Fig. 1: cells by drive strength
The bar under the picture is 20 µm long.
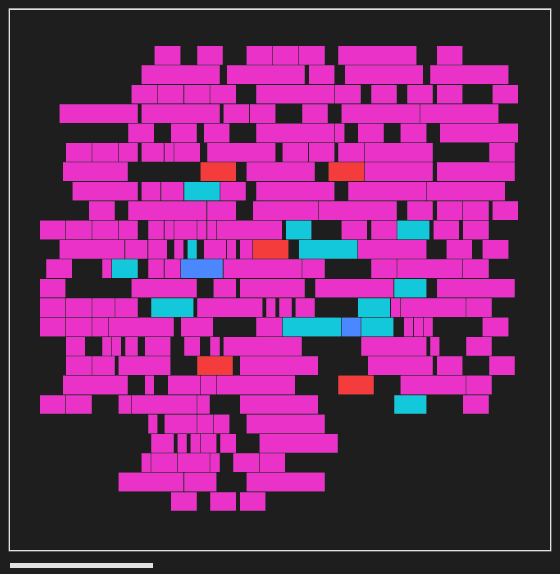
Fig. 2: wiring by layer
Only two layers are drawn.
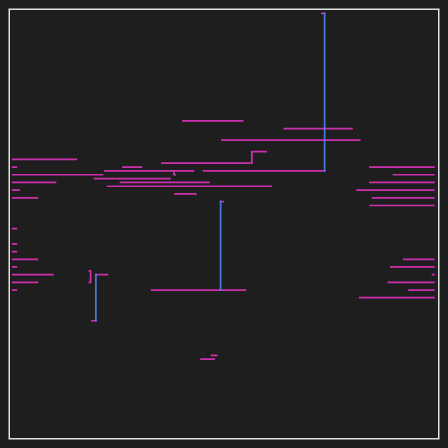
Fig. 3: met1 routing
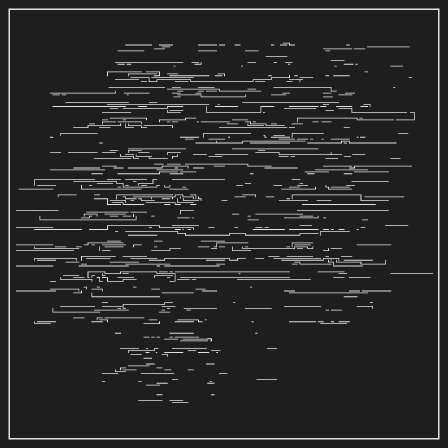
## src/rtl/execute_flag_scheduler_if.sv

```systemverilog
// rtl/execute_flag_scheduler_if.sv - issue, completion and flag-write bus of the flag scheduler
//
// Purpose: bundles the execute-stage signals seen by execute_flag_scheduler.
// Ports (slave = scheduler side):
//   iISSUE_VALID/iISSUE_FLAG_WRITE/iISSUE_UNIT  issue of a flag writer, unit tag
//   oISSUE_BUSY                                 order queue full
//   i<UNIT>_VALID/i<UNIT>_FLAG                  per-unit flag results (shift/adder/mul/logic)
//   oUNIT_STALL                                 per-unit latch full
//   oFLAG_WRITE_VALID/oFLAG_WRITE_DATA          registered flag register write
//   oFLAG_PENDING/oPENDING_COUNT                queue occupancy status
interface execute_flag_scheduler_if #(
  parameter int PTR_W = 2
);
  logic             iISSUE_VALID;
  logic             iISSUE_FLAG_WRITE;
  logic [1:0]       iISSUE_UNIT;
  logic             oISSUE_BUSY;
  logic             iSHIFT_VALID;
  logic             iADDER_VALID;
  logic             iMUL_VALID;
  logic             iLOGIC_VALID;
  logic [4:0]       iSHIFT_FLAG;
  logic [4:0]       iADDER_FLAG;
  logic [4:0]       iMUL_FLAG;
  logic [4:0]       iLOGIC_FLAG;
  logic [3:0]       oUNIT_STALL;
  logic             oFLAG_WRITE_VALID;
  logic [4:0]       oFLAG_WRITE_DATA;
  logic             oFLAG_PENDING;
  logic [PTR_W:0]   oPENDING_COUNT;

  modport slave (
    input  iISSUE_VALID, iISSUE_FLAG_WRITE, iISSUE_UNIT,
    input  iSHIFT_VALID, iADDER_VALID, iMUL_VALID, iLOGIC_VALID,
    input  iSHIFT_FLAG, iADDER_FLAG, iMUL_FLAG, iLOGIC_FLAG,
    output oISSUE_BUSY, oUNIT_STALL, oFLAG_WRITE_VALID, oFLAG_WRITE_DATA,
    output oFLAG_PENDING, oPENDING_COUNT
  );

  modport master (
    output iISSUE_VALID, iISSUE_FLAG_WRITE, iISSUE_UNIT,
    output iSHIFT_VALID, iADDER_VALID, iMUL_VALID, iLOGIC_VALID,
    output iSHIFT_FLAG, iADDER_FLAG, iMUL_FLAG, iLOGIC_FLAG,
    input  oISSUE_BUSY, oUNIT_STALL, oFLAG_WRITE_VALID, oFLAG_WRITE_DATA,
    input  oFLAG_PENDING, oPENDING_COUNT
  );
endinterface

```

## src/rtl/execute_flag_scheduler.sv

```systemverilog
// rtl/execute_flag_scheduler.sv - in-order flag writeback scheduler for the execute stage
//
// Purpose: records the issue order of flag-writing instructions, buffers early
// unit results, and releases one flag update per cycle in program order.
// Ports:
//   iCLOCK       clock, rising edge
//   iRESET       asynchronous active-high reset
//   iRESET_SYNC  synchronous clear (same effect as iRESET)
//   iCTRL_HOLD   pipeline hold: no issue, no retire (latches still capture)
//   iFLUSH       synchronous clear of queue and latches, write data kept
//   bus          issue / completion / flag-write bus (slave side)
module execute_flag_scheduler #(
  parameter int DEPTH = 4,
  parameter int PTR_W = 2
) (
  input  logic                          iCLOCK,
  input  logic                          iRESET,
  input  logic                          iRESET_SYNC,
  input  logic                          iCTRL_HOLD,
  input  logic                          iFLUSH,
  execute_flag_scheduler_if.slave       bus
);

  localparam logic [PTR_W:0] FULL_COUNT = (PTR_W+1)'(DEPTH);

  logic [1:0]       tagQueue [DEPTH];
  logic [PTR_W-1:0] headPtr;
  logic [PTR_W-1:0] tailPtr;
  logic [PTR_W:0]   count;
  logic [PTR_W:0]   countNext;
  logic [4:0]       latchData [4];
  logic [3:0]       latchFull;
  logic [3:0]       latchFullNext;
  logic [3:0]       captureUnit;
  logic             flagWriteValid;
  logic [4:0]       flagWriteData;

  logic [3:0]       unitValid;
  logic [4:0]       unitFlag [4];
  logic [1:0]       headTag;
  logic             issueBusy;
  logic             issueAccept;
  logic             canRetire;
  logic             retireFromLatch;
  logic             retireBypass;
  logic             retireNow;
  logic [4:0]       retireData;

  assign unitValid   = {bus.iLOGIC_VALID, bus.iMUL_VALID, bus.iADDER_VALID, bus.iSHIFT_VALID};
  assign unitFlag[0] = bus.iSHIFT_FLAG;
  assign unitFlag[1] = bus.iADDER_FLAG;
  assign unitFlag[2] = bus.iMUL_FLAG;
  assign unitFlag[3] = bus.iLOGIC_FLAG;

  // Busy looks only at the registered count, so a full queue blocks issue
  // even in a cycle where a retire frees an entry.
  assign issueBusy   = (count == FULL_COUNT);
  assign issueAccept = bus.iISSUE_VALID & bus.iISSUE_FLAG_WRITE & !issueBusy
                       & !iCTRL_HOLD & !iFLUSH;

  always_comb begin
    headTag         = tagQueue[headPtr];
    canRetire       = (count != '0) & !iCTRL_HOLD & !iFLUSH;
    // A buffered result is always older than a fresh completion of the same unit.
    retireFromLatch = canRetire & latchFull[headTag];
    retireBypass    = canRetire & !latchFull[headTag] & unitValid[headTag];
    retireNow       = retireFromLatch | retireBypass;
    retireData      = retireFromLatch ? latchData[headTag] : unitFlag[headTag];

    for (int u = 0; u < 4; u++) begin
      // Capture every completion except one consumed by the bypass path.
      captureUnit[u]   = unitValid[u] & !(retireBypass && (headTag == 2'(u)));
      latchFullNext[u] = latchFull[u];
      if (retireFromLatch && (headTag == 2'(u))) begin
        latchFullNext[u] = 1'b0;
      end
      if (captureUnit[u]) begin
        latchFullNext[u] = 1'b1;
      end
    end

    unique case ({issueAccept, retireNow})
      2'b10:   countNext = count + 1'b1;
      2'b01:   countNext = count - 1'b1;
      default: countNext = count;
    endcase
  end

  // Tag storage and latch payloads need no reset: validity lives in count/latchFull.
  always_ff @(posedge iCLOCK) begin
    if (issueAccept && !iRESET && !iRESET_SYNC) begin
      tagQueue[tailPtr] <= bus.iISSUE_UNIT;
    end
    for (int u = 0; u < 4; u++) begin
      if (captureUnit[u]) begin
        latchData[u] <= unitFlag[u];
      end
    end
  end

  always_ff @(posedge iCLOCK or posedge iRESET) begin
    if (iRESET) begin
      headPtr        <= '0;
      tailPtr        <= '0;
      count          <= '0;
      latchFull      <= '0;
      flagWriteValid <= 1'b0;
      flagWriteData  <= '0;
    end else if (iRESET_SYNC) begin
      headPtr        <= '0;
      tailPtr        <= '0;
      count          <= '0;
      latchFull      <= '0;
      flagWriteValid <= 1'b0;
      flagWriteData  <= '0;
    end else if (iFLUSH) begin
      headPtr        <= '0;
      tailPtr        <= '0;
      count          <= '0;
      latchFull      <= '0;
      flagWriteValid <= 1'b0;
    end else begin
      if (issueAccept) begin
        tailPtr <= tailPtr + 1'b1;
      end
      if (retireNow) begin
        headPtr       <= headPtr + 1'b1;
        flagWriteData <= retireData;
      end
      count          <= countNext;
      latchFull      <= latchFullNext;
      flagWriteValid <= retireNow;
    end
  end

  assign bus.oISSUE_BUSY       = issueBusy;
  assign bus.oUNIT_STALL       = latchFull;
  assign bus.oFLAG_WRITE_VALID = flagWriteValid;
  assign bus.oFLAG_WRITE_DATA  = flagWriteData;
  assign bus.oFLAG_PENDING     = (count != '0);
  assign bus.oPENDING_COUNT    = count;

endmodule

```

## src/flat_wrapper.sv

```systemverilog
// flat-port wrapper written by rule: the top's interface ports become plain ports
module execute_flag_scheduler_flat 
#(
  parameter int DEPTH = 4,
  parameter int PTR_W = 2
)
  (iCLOCK, iRESET, iRESET_SYNC, iCTRL_HOLD, iFLUSH, bus_iISSUE_VALID, bus_iISSUE_FLAG_WRITE, bus_iISSUE_UNIT, bus_iSHIFT_VALID, bus_iADDER_VALID, bus_iMUL_VALID, bus_iLOGIC_VALID, bus_iSHIFT_FLAG, bus_iADDER_FLAG, bus_iMUL_FLAG, bus_iLOGIC_FLAG, bus_oISSUE_BUSY, bus_oUNIT_STALL, bus_oFLAG_WRITE_VALID, bus_oFLAG_WRITE_DATA, bus_oFLAG_PENDING, bus_oPENDING_COUNT);
  execute_flag_scheduler_if #(.PTR_W(PTR_W)) bus_i ();
  input  logic iCLOCK;
  input  logic iRESET;
  input  logic iRESET_SYNC;
  input  logic iCTRL_HOLD;
  input  logic iFLUSH;
  input wire logic [$bits(bus_i.iISSUE_VALID)-1:0] bus_iISSUE_VALID;
  input wire logic [$bits(bus_i.iISSUE_FLAG_WRITE)-1:0] bus_iISSUE_FLAG_WRITE;
  input wire logic [$bits(bus_i.iISSUE_UNIT)-1:0] bus_iISSUE_UNIT;
  input wire logic [$bits(bus_i.iSHIFT_VALID)-1:0] bus_iSHIFT_VALID;
  input wire logic [$bits(bus_i.iADDER_VALID)-1:0] bus_iADDER_VALID;
  input wire logic [$bits(bus_i.iMUL_VALID)-1:0] bus_iMUL_VALID;
  input wire logic [$bits(bus_i.iLOGIC_VALID)-1:0] bus_iLOGIC_VALID;
  input wire logic [$bits(bus_i.iSHIFT_FLAG)-1:0] bus_iSHIFT_FLAG;
  input wire logic [$bits(bus_i.iADDER_FLAG)-1:0] bus_iADDER_FLAG;
  input wire logic [$bits(bus_i.iMUL_FLAG)-1:0] bus_iMUL_FLAG;
  input wire logic [$bits(bus_i.iLOGIC_FLAG)-1:0] bus_iLOGIC_FLAG;
  output wire logic [$bits(bus_i.oISSUE_BUSY)-1:0] bus_oISSUE_BUSY;
  output wire logic [$bits(bus_i.oUNIT_STALL)-1:0] bus_oUNIT_STALL;
  output wire logic [$bits(bus_i.oFLAG_WRITE_VALID)-1:0] bus_oFLAG_WRITE_VALID;
  output wire logic [$bits(bus_i.oFLAG_WRITE_DATA)-1:0] bus_oFLAG_WRITE_DATA;
  output wire logic [$bits(bus_i.oFLAG_PENDING)-1:0] bus_oFLAG_PENDING;
  output wire logic [$bits(bus_i.oPENDING_COUNT)-1:0] bus_oPENDING_COUNT;
  assign bus_i.iISSUE_VALID = bus_iISSUE_VALID;
  assign bus_i.iISSUE_FLAG_WRITE = bus_iISSUE_FLAG_WRITE;
  assign bus_i.iISSUE_UNIT = bus_iISSUE_UNIT;
  assign bus_i.iSHIFT_VALID = bus_iSHIFT_VALID;
  assign bus_i.iADDER_VALID = bus_iADDER_VALID;
  assign bus_i.iMUL_VALID = bus_iMUL_VALID;
  assign bus_i.iLOGIC_VALID = bus_iLOGIC_VALID;
  assign bus_i.iSHIFT_FLAG = bus_iSHIFT_FLAG;
  assign bus_i.iADDER_FLAG = bus_iADDER_FLAG;
  assign bus_i.iMUL_FLAG = bus_iMUL_FLAG;
  assign bus_i.iLOGIC_FLAG = bus_iLOGIC_FLAG;
  assign bus_oISSUE_BUSY = bus_i.oISSUE_BUSY;
  assign bus_oUNIT_STALL = bus_i.oUNIT_STALL;
  assign bus_oFLAG_WRITE_VALID = bus_i.oFLAG_WRITE_VALID;
  assign bus_oFLAG_WRITE_DATA = bus_i.oFLAG_WRITE_DATA;
  assign bus_oFLAG_PENDING = bus_i.oFLAG_PENDING;
  assign bus_oPENDING_COUNT = bus_i.oPENDING_COUNT;
  execute_flag_scheduler #(.DEPTH(DEPTH), .PTR_W(PTR_W)) u_core (.iCLOCK(iCLOCK), .iRESET(iRESET), .iRESET_SYNC(iRESET_SYNC), .iCTRL_HOLD(iCTRL_HOLD), .iFLUSH(iFLUSH), .bus(bus_i));
endmodule
```

## config.mk

```make
export PLATFORM = sky130hd
export DESIGN_NAME = execute_flag_scheduler_flat
export DESIGN_NICKNAME = d
export VERILOG_FILES = /design/src/rtl/execute_flag_scheduler_if.sv /design/src/rtl/execute_flag_scheduler.sv /design/src/flat_wrapper.sv
export SDC_FILE = /design/constraint.sdc
export NUM_CORES = 1
export LEC_CHECK = 0
export CORE_MARGIN = 4
export CORE_UTILIZATION = 50
export CTS_CLUSTER_SIZE = 10
export DETAILED_ROUTE_END_ITERATION = 12
export HOLD_SLACK_MARGIN = 0.06
export PLACE_DENSITY = 0.85
export SYNTH_ARGS = -nofsm -noshare
export SYNTH_HDL_FRONTEND = slang
export SYNTH_SLANG_ARGS = --single-unit
```

## constraint.sdc

```tcl
create_clock -name iCLOCK -period 5.11 [get_ports iCLOCK]
set_input_delay 0.511 -clock iCLOCK [delete_from_list [all_inputs] [get_ports iCLOCK]]
set_output_delay 0.511 -clock iCLOCK [all_outputs]
set_load 0.02 [all_outputs]
```

==> out/notes.md <==
The flow ran to the end, and the final reports show no timing, DRC or antenna violations. The most frequent cell after synthesis is edfxtp_1. The run gives 3.71 mm for the HPWL after detailed placement. For the via count of the first global-routing pass, the log shows 1,634. The flow reported a cell area power density of 243 nW/µm². Per the placement report, the placed cell count is 247. Leading area contributor after synthesis: edfxtp_1.

Type of origin of the critical path: a flip-flop. The number of antenna diodes in the final layout is 0. The number of pins exceeding their max-slew limit in the final report is 0, and the mean area per synthesized cell is 14.8 µm². The global-route congestion overflow total came out at 0. TritonCTS built the clock tree.

The share of cells above drive strength 1 was 0.0936. The report lists the number of cells resized after CTS as 0. The synthesized netlist occupies a cell area of 2290 µm².

The timing report attributes the biggest portion of critical-path delay to AND-OR/OR-AND gates. Main flop type after synthesis: edfxtp_1. For the smallest hold slack, the log shows 0.592 ns.

Per the timing report, the most critical flop-to-flop path finishes at u_core.bus.oPENDING_COUNT[2]. Per the Yosys statistics, synthesis produced 155 cells. Measured along the y axis, the die boundary spans 75.7 µm.

The count of cells along the worst hold path was 1. The top cell type in the final layout, fill and taps aside, is clkdlybuf4s50_1.
About Fig. 1:
[drive 2] cyan | cells: 12
[drive 1 or less] magenta | cells: 184
[drive 3 to 4] blue | cells: 2
[drive 6 and up] red | cells: 5

About Fig. 2:
[met4] blue | wire length: 51.7 µm
[met3] magenta | wire length: 360 µm

About Fig. 3:
wire length on this layer: 1,910 µm
nets with wire on the layer: 215
share of all routed wire: 38%
longest straight run: 20.2 µm

area by class of cell:
class,instances,area share
inverter,4,0.00527
sequential,45,0.445
clock inverter,1,0.00264
multi-input combinational,99,0.332
clock buffer,7,0.0268
tap,52,0.0229
timing repair buffer,47,0.165
per-layer routing:
layer	share of wire	up-vias	GRT usage
li1	-	685	-
met1	0.38	748	0.215
met2	0.53	63	0.333
met3	0.072	6	0.0607
met4	0.010	0	0.0427
met5	0	-	0
power by group through the flow:
stage / combinational (mW) / clock (mW) / sequential (mW)
finish: 0.0701 / 0.214 / 0.409
global route: 0.0755 / 0.227 / 0.410
CTS: 0.0702 / 0.216 / 0.409
detailed placement: 0.0695 / 0 / 0.417
global placement: 0.0673 / 0 / 0.416
floorplan: 0.0277 / 0 / 0.417
No activity file was given, so power comes from the tool's default toggle rates.
